### Track usage over the die

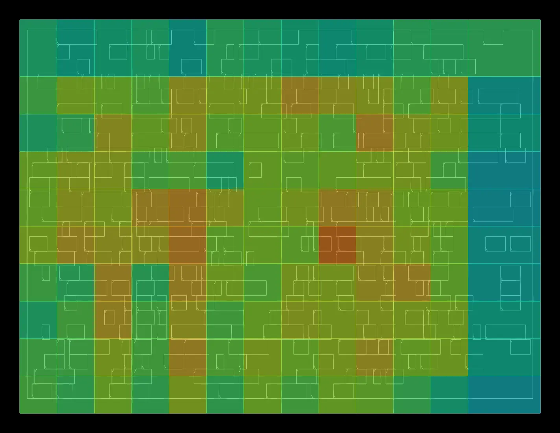
### Where the registers sit

Other sequential cells in the stronger gray, the rest of the logic in the fainter gray.
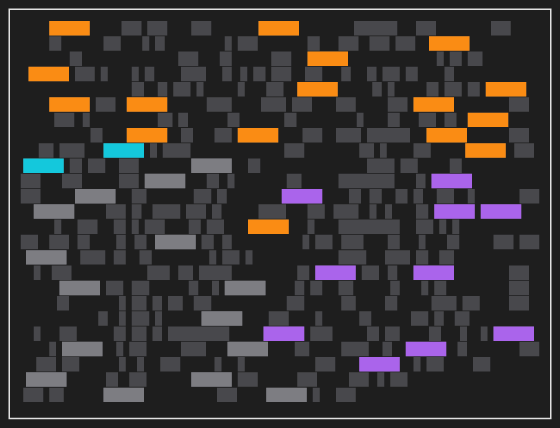
### Sub-block map

Other cells in gray.
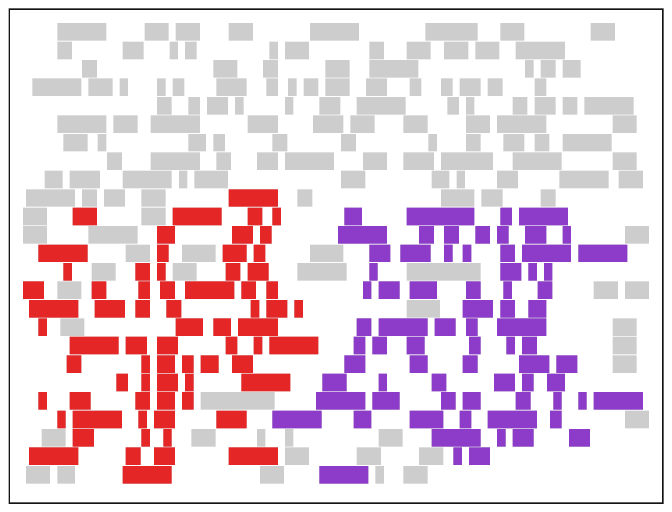
### Cells colored by class

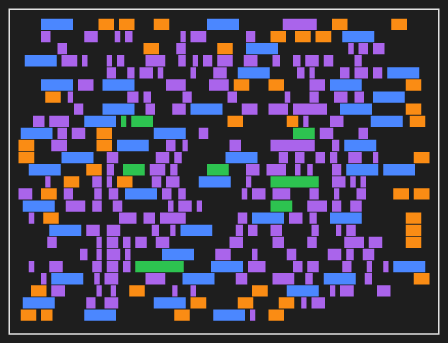
### Placement density heat map

The die is cut into 10 by 7 equal tiles; black is low, pale yellow is high, 0 to 100% covered.
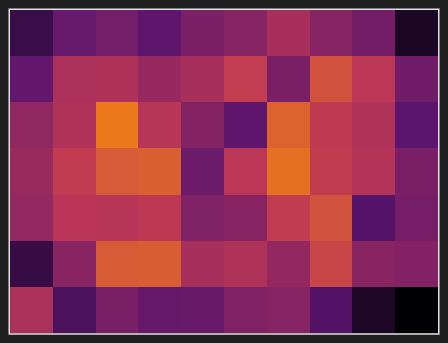
[src/rtl/vga_timing_pkg.sv]
// Shared raster constants for the display pipeline: default 640x480 @ 60 Hz
// timing, coordinate widths and helpers that derive totals and sync windows.
package vga_timing_pkg;

  localparam int COORD_W     = 10;
  localparam int FRAME_CNT_W = 16;

  localparam int DEF_CLK_DIV  = 4;
  localparam int DEF_H_ACTIVE = 640;
  localparam int DEF_H_FP     = 16;
  localparam int DEF_H_SYNC   = 96;
  localparam int DEF_H_BP     = 48;
  localparam int DEF_V_ACTIVE = 480;
  localparam int DEF_V_FP     = 10;
  localparam int DEF_V_SYNC   = 2;
  localparam int DEF_V_BP     = 33;

  // Total positions on one axis (visible + porches + sync).
  function automatic int axis_total(input int active, input int fp,
                                    input int sync, input int bp);
    return active + fp + sync + bp;
  endfunction

  // First position inside the sync pulse.
  function automatic int sync_start(input int active, input int fp);
    return active + fp;
  endfunction

  // First position after the sync pulse (exclusive bound).
  function automatic int sync_end(input int active, input int fp, input int sync);
    return active + fp + sync;
  endfunction

endpackage

[src/rtl/vga_axis_counter.sv]
// One raster axis: a wrapping position counter plus registered decode of the
// sync window and the visible region. Decode is taken from the next count so
// the flags change on the same edge as the count itself.
module vga_axis_counter
  import vga_timing_pkg::*;
#(
  parameter int TOTAL      = 800,
  parameter int SYNC_START = 656,
  parameter int SYNC_END   = 752,
  parameter int ACTIVE     = 640
) (
  input  logic               clk,
  input  logic               reset,
  input  logic               en,
  output logic [COORD_W-1:0] count,
  output logic               wrap,
  output logic               in_sync,
  output logic               in_active
);

  localparam logic [COORD_W-1:0] LAST   = COORD_W'(TOTAL - 1);
  localparam logic [COORD_W-1:0] SS     = COORD_W'(SYNC_START);
  localparam logic [COORD_W-1:0] SE     = COORD_W'(SYNC_END);
  localparam logic [COORD_W-1:0] ACT_HI = COORD_W'(ACTIVE);

  logic [COORD_W-1:0] count_next;

  // wrap marks the enabled step that returns the count to zero
  assign wrap = en && (count == LAST);

  // next count: hold, step, or wrap at the last position
  always_comb begin
    count_next = count;
    if (en) begin
      count_next = (count == LAST) ? '0 : count + 1'b1;
    end
  end

  // count and decoded flags, all updated on the same edge
  always_ff @(posedge clk) begin
    if (!reset) begin
      count     <= '0;
      in_sync   <= 1'b0;
      in_active <= 1'b1;
    end else begin
      count     <= count_next;
      in_sync   <= (count_next >= SS) && (count_next < SE);
      in_active <= (count_next < ACT_HI);
    end
  end

endmodule

[src/rtl/vga_timing_generator.sv]
// Raster scan generator: pixel-clock enable from the system clock, h/v
// position counters, blank, sync pulses, and frame strobe/counter.
// pixel_tick is high for one clock per pixel period; positions advance on the
// edge that ends a pixel_tick clock, so all position outputs hold for CLK_DIV
// clocks and change together.
module vga_timing_generator
  import vga_timing_pkg::*;
#(
  parameter int CLK_DIV     = DEF_CLK_DIV,
  parameter int H_ACTIVE    = DEF_H_ACTIVE,
  parameter int H_FP        = DEF_H_FP,
  parameter int H_SYNC      = DEF_H_SYNC,
  parameter int H_BP        = DEF_H_BP,
  parameter int V_ACTIVE    = DEF_V_ACTIVE,
  parameter int V_FP        = DEF_V_FP,
  parameter int V_SYNC      = DEF_V_SYNC,
  parameter int V_BP        = DEF_V_BP,
  parameter bit SYNC_ACTIVE = 1'b0
) (
  input  logic                   clk,
  input  logic                   reset,
  output logic                   pixel_tick,
  output logic [COORD_W-1:0]     x,
  output logic [COORD_W-1:0]     y,
  output logic                   blank,
  output logic                   hsync,
  output logic                   vsync,
  output logic                   frame_start,
  output logic [FRAME_CNT_W-1:0] frame_count
);

  localparam int H_TOTAL = axis_total(H_ACTIVE, H_FP, H_SYNC, H_BP);
  localparam int V_TOTAL = axis_total(V_ACTIVE, V_FP, V_SYNC, V_BP);
  localparam int DIV_W   = (CLK_DIV > 1) ? $clog2(CLK_DIV) : 1;
  localparam logic [DIV_W-1:0] DIV_LAST = DIV_W'(CLK_DIV - 1);

  logic [DIV_W-1:0] div;
  logic             h_wrap, h_in_sync, h_in_active;
  logic             v_wrap, v_in_sync, v_in_active;

  // pixel divider; the tick is registered so it is low throughout reset and
  // lands in clock CLK_DIV after release
  always_ff @(posedge clk) begin
    if (!reset) begin
      div        <= '0;
      pixel_tick <= 1'b0;
    end else begin
      pixel_tick <= (div == DIV_LAST);
      div        <= (div == DIV_LAST) ? '0 : div + 1'b1;
    end
  end

  vga_axis_counter #(
    .TOTAL      (H_TOTAL),
    .SYNC_START (sync_start(H_ACTIVE, H_FP)),
    .SYNC_END   (sync_end(H_ACTIVE, H_FP, H_SYNC)),
    .ACTIVE     (H_ACTIVE)
  ) u_h (
    .clk       (clk),
    .reset     (reset),
    .en        (pixel_tick),
    .count     (x),
    .wrap      (h_wrap),
    .in_sync   (h_in_sync),
    .in_active (h_in_active)
  );

  vga_axis_counter #(
    .TOTAL      (V_TOTAL),
    .SYNC_START (sync_start(V_ACTIVE, V_FP)),
    .SYNC_END   (sync_end(V_ACTIVE, V_FP, V_SYNC)),
    .ACTIVE     (V_ACTIVE)
  ) u_v (
    .clk       (clk),
    .reset     (reset),
    .en        (h_wrap),
    .count     (y),
    .wrap      (v_wrap),
    .in_sync   (v_in_sync),
    .in_active (v_in_active)
  );

  // outputs are pure functions of registered flags, so they share one edge
  assign blank       = !(h_in_active && v_in_active);
  assign hsync       = h_in_sync ? SYNC_ACTIVE : !SYNC_ACTIVE;
  assign vsync       = v_in_sync ? SYNC_ACTIVE : !SYNC_ACTIVE;
  // high during the tick clock whose closing edge enters (0,0)
  assign frame_start = v_wrap;

  // completed-frame counter, wraps naturally at its width
  always_ff @(posedge clk) begin
    if (!reset) begin
      frame_count <= '0;
    end else if (v_wrap) begin
      frame_count <= frame_count + 1'b1;
    end
  end

endmodule

[config.mk]
export PLATFORM = sky130hd
export DESIGN_NAME = vga_timing_generator
export DESIGN_NICKNAME = d
export VERILOG_FILES = /design/src/rtl/vga_timing_pkg.sv /design/src/rtl/vga_axis_counter.sv /design/src/rtl/vga_timing_generator.sv
export SDC_FILE = /design/constraint.sdc
export NUM_CORES = 1
export LEC_CHECK = 0
export ABC_AREA = 0
export ABC_CLOCK_PERIOD_IN_PS = 7650
export CAP_MARGIN = 20
export CELL_PAD_IN_SITES_DETAIL_PLACEMENT = 1
export CELL_PAD_IN_SITES_GLOBAL_PLACEMENT = 2
export CORE_ASPECT_RATIO = 0.75
export CORE_UTILIZATION = 34
export CTS_CLUSTER_DIAMETER = 120
export DETAILED_ROUTE_END_ITERATION = 7
export PLACE_DENSITY_LB_ADDON = 0.1
export SYNTH_ARGS = -nofsm -noshare
export SYNTH_HDL_FRONTEND = slang
export SYNTH_HIERARCHICAL = 1
export SYNTH_SLANG_ARGS = --single-unit
[constraint.sdc]
create_clock -name clk -period 7.65 [get_ports clk]
set_input_delay 0.765 -clock clk [delete_from_list [all_inputs] [get_ports clk]]
set_output_delay 0.765 -clock clk [all_outputs]
set_load 0.02 [all_outputs]
==> results.txt <==
Results of the flow run.

The number of buffers and inverters on the critical path stands at 2. Of all flip-flops after synthesis, the portion carrying an async set or reset was 0. The placeable core area stands at 6350 um2. Setup repair after global routing left no endpoint under its margin. The buffer depth of the longest clock path stands at 2. Summed over all instances, the cell type with the most area after synthesis is sky130_fd_sc_hd__dfxtp_1.

The register with the most flip-flops in the layout has 16 of them. The power consumed by the clock network stands at 213 uW. Overall power consumption after layout is estimated at 451 uW. The final hold violation count recorded for this run is 0. The highest clock rate stands at 0.240 GHz. The post-layout period usage of the worst path stands at 0.545. The minimum setup slack after placement stands at between 3000 and 4000 ps.

The final count of negative-setup-slack endpoints stands at 0. The Yosys step of the flow raised 6 warnings. The number of tap instances stands at 81. Per the detail_route log, met2 wirelength is between 2 and 2.5 mm. The required time of the critical path stands at 6880 ps. The power report attributes to the clock group a share of 0.473. Synthesis produced a netlist with a net count of approximately 250. The reg-to-reg setup timing slack stands at around 4300 ps. The via count of the first global-routing pass was 1756.

The commonest register cell is sky130_fd_sc_hd__dfxtp_1. The filler-free cell count of the finished design stands at 366. The routability congestion estimate stands at 0.741.

The flow ran to the end, and the final reports show no timing, DRC or antenna violations. Summed over all failing endpoints, the final setup total negative slack is 0 ps. The power dissipated in sequential cells stands at 227 uW. STA classifies the critical path endpoint as a primary output. The logic share of the area stands at 0.456. Once the clock tree was built, the setup fixing pass inserted 0 buffers. The net switching power in the latest report is 89.8 uW. The number of max-cap violations stands at 0. The detailed-routed wire length on met3 stands at 257 um. In this run the critical path is formed by ha_1, nand2_2, or4_4, nor2_1, nand2_1, nor4_1, buf_4, clkdlybuf4s50_1.
Notes on 'Track usage over the die' above:
mean routed wirelength per cell: 14.5 um
Final Util: 0.450
met3 Track Usage GR: 0.0510
met1 demand-to-capacity share in global routing: 0.243
met2 track utilization from global routing: 0.229

Notes on 'Where the registers sit' above:
Key: cyan = div [placed flops 2]; orange = frame_count [placed flops 16]; purple = u_v/count [placed flops 10]

Notes on 'Sub-block map' above:
Key: red = u_h [cells 70]; purple = u_v [cells 74]

Notes on 'Cells colored by class' above:
Key: green = clock drivers and dummy loads [cells 8]; purple = remaining logic cells [cells 190]; orange = remaining buffers and delay cells [cells 44]; blue = registers [cells 43]
Row Count: 25
share of the final layout cell area in sequential cells: 0.301

Notes on 'Placement density heat map' above:
1.4% of the tiles are nearly empty. The mean over all tiles is 40%. The densest ninth of the die: left middle. The emptiest ninth of the die: bottom right. The fullest tile reaches 69%.

Power is estimated from default activity; no workload was simulated.
